## src/rtl/mem_port_arbiter.sv

```systemverilog
// mem_port_arbiter: shares one fixed-latency memory port between fetch and data, routing read responses to their owner
module mem_port_arbiter #(
  parameter int ADDR_WIDTH   = 12,
  parameter int DATA_WIDTH   = 32,
  parameter int READ_LATENCY = 1,
  parameter int MAX_WAIT     = 3
) (
  input  logic                    clk,
  input  logic                    rst,
  input  logic                    if_req,
  input  logic [ADDR_WIDTH-1:0]   if_addr,
  output logic                    if_gnt,
  input  logic                    if_flush,
  output logic                    if_rvalid,
  output logic [DATA_WIDTH-1:0]   if_rdata,
  input  logic                    d_req,
  input  logic                    d_we,
  input  logic [ADDR_WIDTH-1:0]   d_addr,
  input  logic [DATA_WIDTH-1:0]   d_wdata,
  input  logic [DATA_WIDTH/8-1:0] d_be,
  output logic                    d_gnt,
  output logic                    d_rvalid,
  output logic [DATA_WIDTH-1:0]   d_rdata,
  output logic                    mem_req,
  output logic                    mem_we,
  output logic [ADDR_WIDTH-1:0]   mem_addr,
  output logic [DATA_WIDTH-1:0]   mem_wdata,
  output logic [DATA_WIDTH/8-1:0] mem_be,
  input  logic [DATA_WIDTH-1:0]   mem_rdata
);
  localparam int CW = $clog2(MAX_WAIT + 1);
  logic [CW-1:0] wait_cnt;
  logic [READ_LATENCY-1:0] vld, own, own_next;
  logic fetch_pri;
  assign fetch_pri = wait_cnt == CW'(MAX_WAIT);
  assign own_next = READ_LATENCY'({own, d_gnt});
  assign if_rvalid = !rst && vld[READ_LATENCY-1] && !own[READ_LATENCY-1] && !if_flush;
  assign d_rvalid = !rst && vld[READ_LATENCY-1] && own[READ_LATENCY-1];
  assign if_rdata = mem_rdata;
  assign d_rdata = mem_rdata;
  // data wins unless fetch has starved for MAX_WAIT cycles; all outputs idle during reset
  always_comb begin
    if_gnt = !rst && if_req && (!d_req || fetch_pri);
    d_gnt = !rst && d_req && !(if_req && fetch_pri);
    mem_req = if_gnt || d_gnt;
    mem_we = d_gnt && d_we;
    mem_addr = d_gnt ? d_addr : if_gnt ? (if_addr & ~ADDR_WIDTH'(3)) : '0;
    mem_wdata = d_gnt ? d_wdata : '0;
    mem_be = d_gnt ? d_be : if_gnt ? '1 : '0;
  end
  // starvation counter and {valid, owner} response pipe; flush kills fetch entries incl. the one entering now
  always_ff @(posedge clk) begin
    if (rst) begin
      wait_cnt <= '0;
      vld <= '0;
      own <= '0;
    end else begin
      wait_cnt <= (!if_req || if_gnt) ? '0 : fetch_pri ? wait_cnt : wait_cnt + CW'(1);
      vld <= READ_LATENCY'({vld, mem_req && !mem_we}) & (own_next | {READ_LATENCY{!if_flush}});
      own <= own_next;
    end
  end
endmodule

```

## config.mk

```make
export PLATFORM = sky130hd
export DESIGN_NAME = mem_port_arbiter
export DESIGN_NICKNAME = d
export VERILOG_FILES = /design/src/rtl/mem_port_arbiter.sv
export SDC_FILE = /design/constraint.sdc
export NUM_CORES = 1
export LEC_CHECK = 0
export CELL_PAD_IN_SITES_DETAIL_PLACEMENT = 1
export CELL_PAD_IN_SITES_GLOBAL_PLACEMENT = 1
export CORE_ASPECT_RATIO = 0.6
export CORE_MARGIN = 2
export CORE_UTILIZATION = 10
export DETAILED_ROUTE_END_ITERATION = 8
export GPL_TIMING_DRIVEN = 0
export MAX_ROUTING_LAYER = met4
export PLACE_DENSITY = 0.88
export SETUP_SLACK_MARGIN = 0.4
export SLEW_MARGIN = 20
export SYNTH_ARGS = -nofsm -noshare
export SYNTH_HDL_FRONTEND = slang
export SYNTH_SLANG_ARGS = --single-unit
```

## constraint.sdc

```tcl
create_clock -name clk -period 1.25 [get_ports clk]
set_input_delay 0.25 -clock clk [delete_from_list [all_inputs] [get_ports clk]]
set_output_delay 0.25 -clock clk [all_outputs]
set_load 0.005 [all_outputs]
```

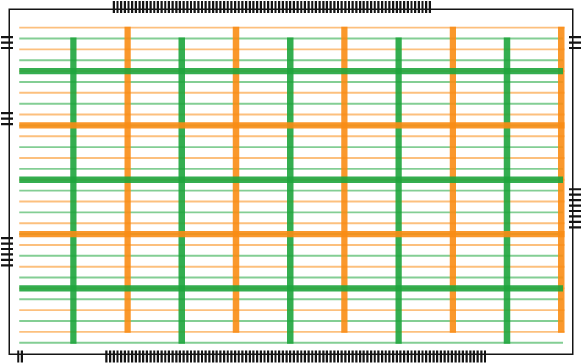
Figure 1: PDN straps and rails.
Pins as bars on the die edge.
| colour | net |
|---|---|
| green | VSS |
| orange | VDD |
signal pins: 216
met5 straps: 5
rows: 29
met4 straps: 10

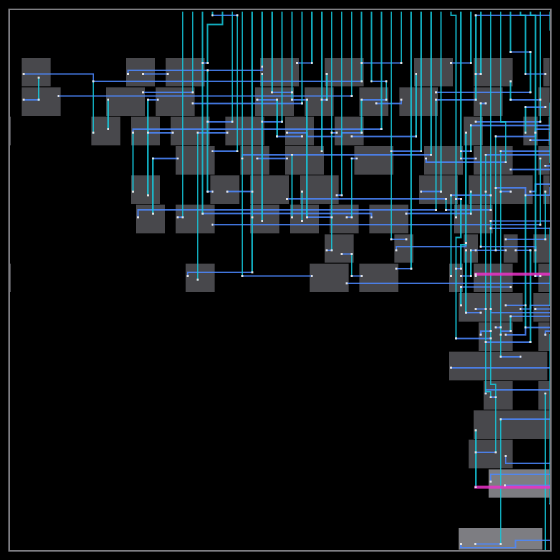
Figure 2: a small window of the routed layout.
Window x 10 to 60, y 36 to 86 um. Cells in grey, sequential cells in the stronger grey; small squares are vias.
| colour | layer |
|---|---|
| cyan | met2 |
| magenta | met3 |
| blue | met1 |
most frequent: buf_4 (19), clkdlybuf4s15_1 (17), clkdlybuf4s50_1 (9)
netlist names of flops here include: own (1), wait_cnt (1)
cells with their middle in the window: 59
sequential cells in the window: 2

==> impl_metrics.csv <==
group,metric,value,unit
routing,ant_nets,0,
floorplanning,die_h,86.0,um
cells_and_area,logic_gates,81,
final_timing,finalWorstSetupSlack,-0.522,ns
logic_synthesis,yosys_register_bits,4,
logic_synthesis,yosys_cells,157,
outcome,status,"finished with violations",
critical_path,startpoint,"wait_cnt[0]",
placement,port-buffer-count,181,
clock_network,cts_resized,430,
cells_and_area,fill_cells,1238,
cells_and_area,clkbuf_count,3,
cells_and_area,n_all_buffers,277,
logic_synthesis,synthMuxAreaShare,0,%
global_routing,use_met2,24.3,%
critical_path,crit_top_cell,"buf_6",
logic_synthesis,top_area_share,43.5,%
clock_network,root_buffer,"clkbuf_16",
cells_and_area,layout.nets,466,
critical_path,crit_slowest_cell,"dfxtp_2",
pwr,p_int,1.25,mW
clock_network,clk_pin_slew_worst_paths,0.03,ns
global_routing,antenna_found_initial,0,
clock_network,clk_latency,0.22,ns
logic_synthesis,synth.largest_area_cell,"buf_4",
routing,drtIter0Drc,19,
global_routing,met1_usage,13.8,%
critical_path,critPathMaxFanout,6,
cells_and_area,antenna_cells,0,
cells_and_area,sh_seq_area,2.29,%
logic_synthesis,top_logic_kind,"buffers and inverters",
critical_path,critPathMaxStageDelay,0.32,ns
global_routing,grt_max_degree,11,
floorplanning,die_w,141,um
final_timing,setup_viol,52,
outcome,failed_checks,"setup timing",
critical_path,crit_chain,"ha_4, a21oi_4, buf_12, buf_6, buf_6, buf_6, and2_4, buf_6",
logic_synthesis,xor_share,0,%
hold_path,hold_start,"rst",
logic_synthesis,syn_avg_cell_area,7.14,um2
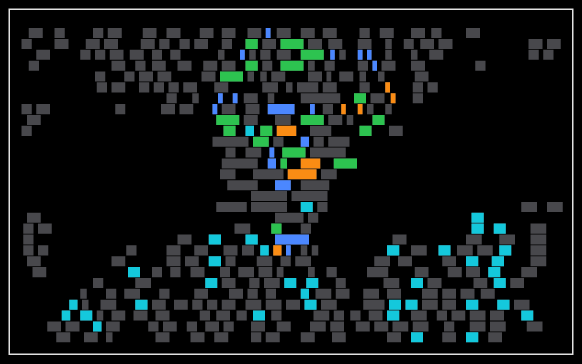
Figure 3: logic cells by family.
| colour | family | cells | most used |
|---|---|---|---|
| green | inverting AOI/OAI gates | 18 | a32oi_2 |
| cyan | AND and OR gates | 37 | and2_4 |
| orange | NAND gates | 8 | nand2_1 |
| blue | NOR gates | 17 | nor2_1 |

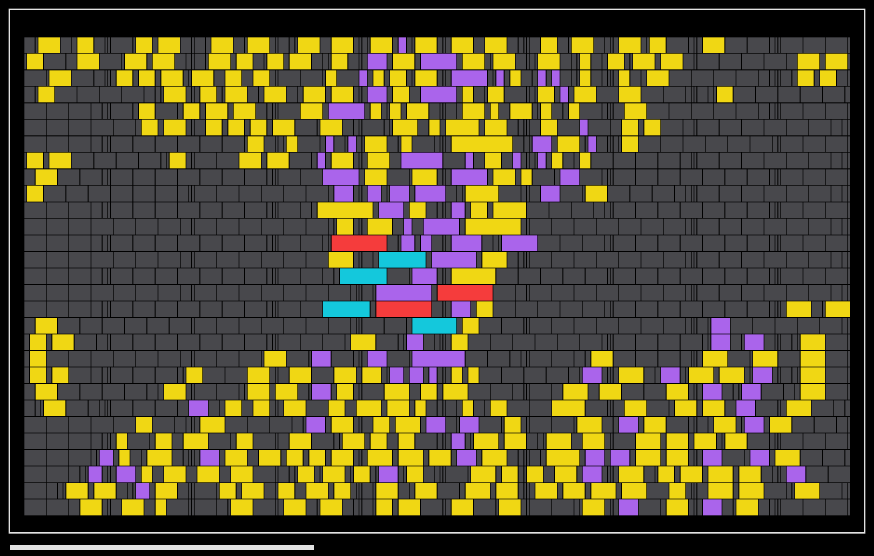
Figure 4: cells coloured by class.
Scale bar: 50 um. Fill, decap, tap and diode cells in grey.
| colour | class | cells |
|---|---|---|
| purple | all other logic | 81 |
| yellow | other buffers and delay cells | 277 |
| cyan | flip-flops | 4 |
| red | cells driving clock nets | 3 |

cell usage in the layout, fill, tap and decap left out, types with 3 or more instances in the layout:
| cell | instances |
|---|---|
| nand2_1 | 4 |
| clkbuf_16 | 5 |
| buf_4 | 74 |
| buf_6 | 44 |
| clkdlybuf4s15_1 | 64 |
| a32oi_2 | 6 |
| buf_8 | 5 |
| clkdlybuf4s50_1 | 59 |
| buf_2 | 25 |
| nor2_1 | 12 |
| a32oi_1 | 4 |
| and2_4 | 30 |
| dfxtp_2 | 3 |
| a21oi_2 | 3 |
| and2_1 | 6 |
registers in the layout, summed over array words and instances, names as in the netlist:
register  flops
wait_cnt      2
own           1
vld           1
worst paths after layout:
| kind | end | slack (ns) | cells past startpoint |
|---|---|---|---|
| min reg2reg | wait_cnt[0] | 0.43 | 1 |
| max reg2reg | vld | -0.01 | 6 |
| min | own | 0.36 | 3 |
| max | mem_wdata[10] | -0.52 | 8 |
per-stage QoR:
stage	total power, mW	hold WS (ns)	util, %	setup WS (ns)	cell area [um2]
final	1.67	0.359	34.0	-0.522	3650
after global routing	1.75	0.376	34.0	-0.585	3650
after CTS	1.65	0.339	33.4	-0.542	3580
after detailed placement	1.11	0.429	30.3	-1.27	3260
after global placement	1.09	0.414	30.3	-1.23	3260
after floorplan	0.486	0.353	-	0.0194	1270
cell usage after synthesis:
cell	count
dfxtp_1	4
nor3b_1	1
buf_2	1
buf_6	3
nor4b_1	1
and3b_1	1
ha_1	1
a21boi_1	1
a32oi_1	10
a21oi_4	1
nor2b_1	1
buf_4	65
nor2_1	14
nand2b_2	1
nand2_1	6
clkbuf_1	3
o31ai_1	1
nand2b_1	1
a21oi_1	5
and2_1	36
No activity file was given, so power comes from the tool's default toggle rates.
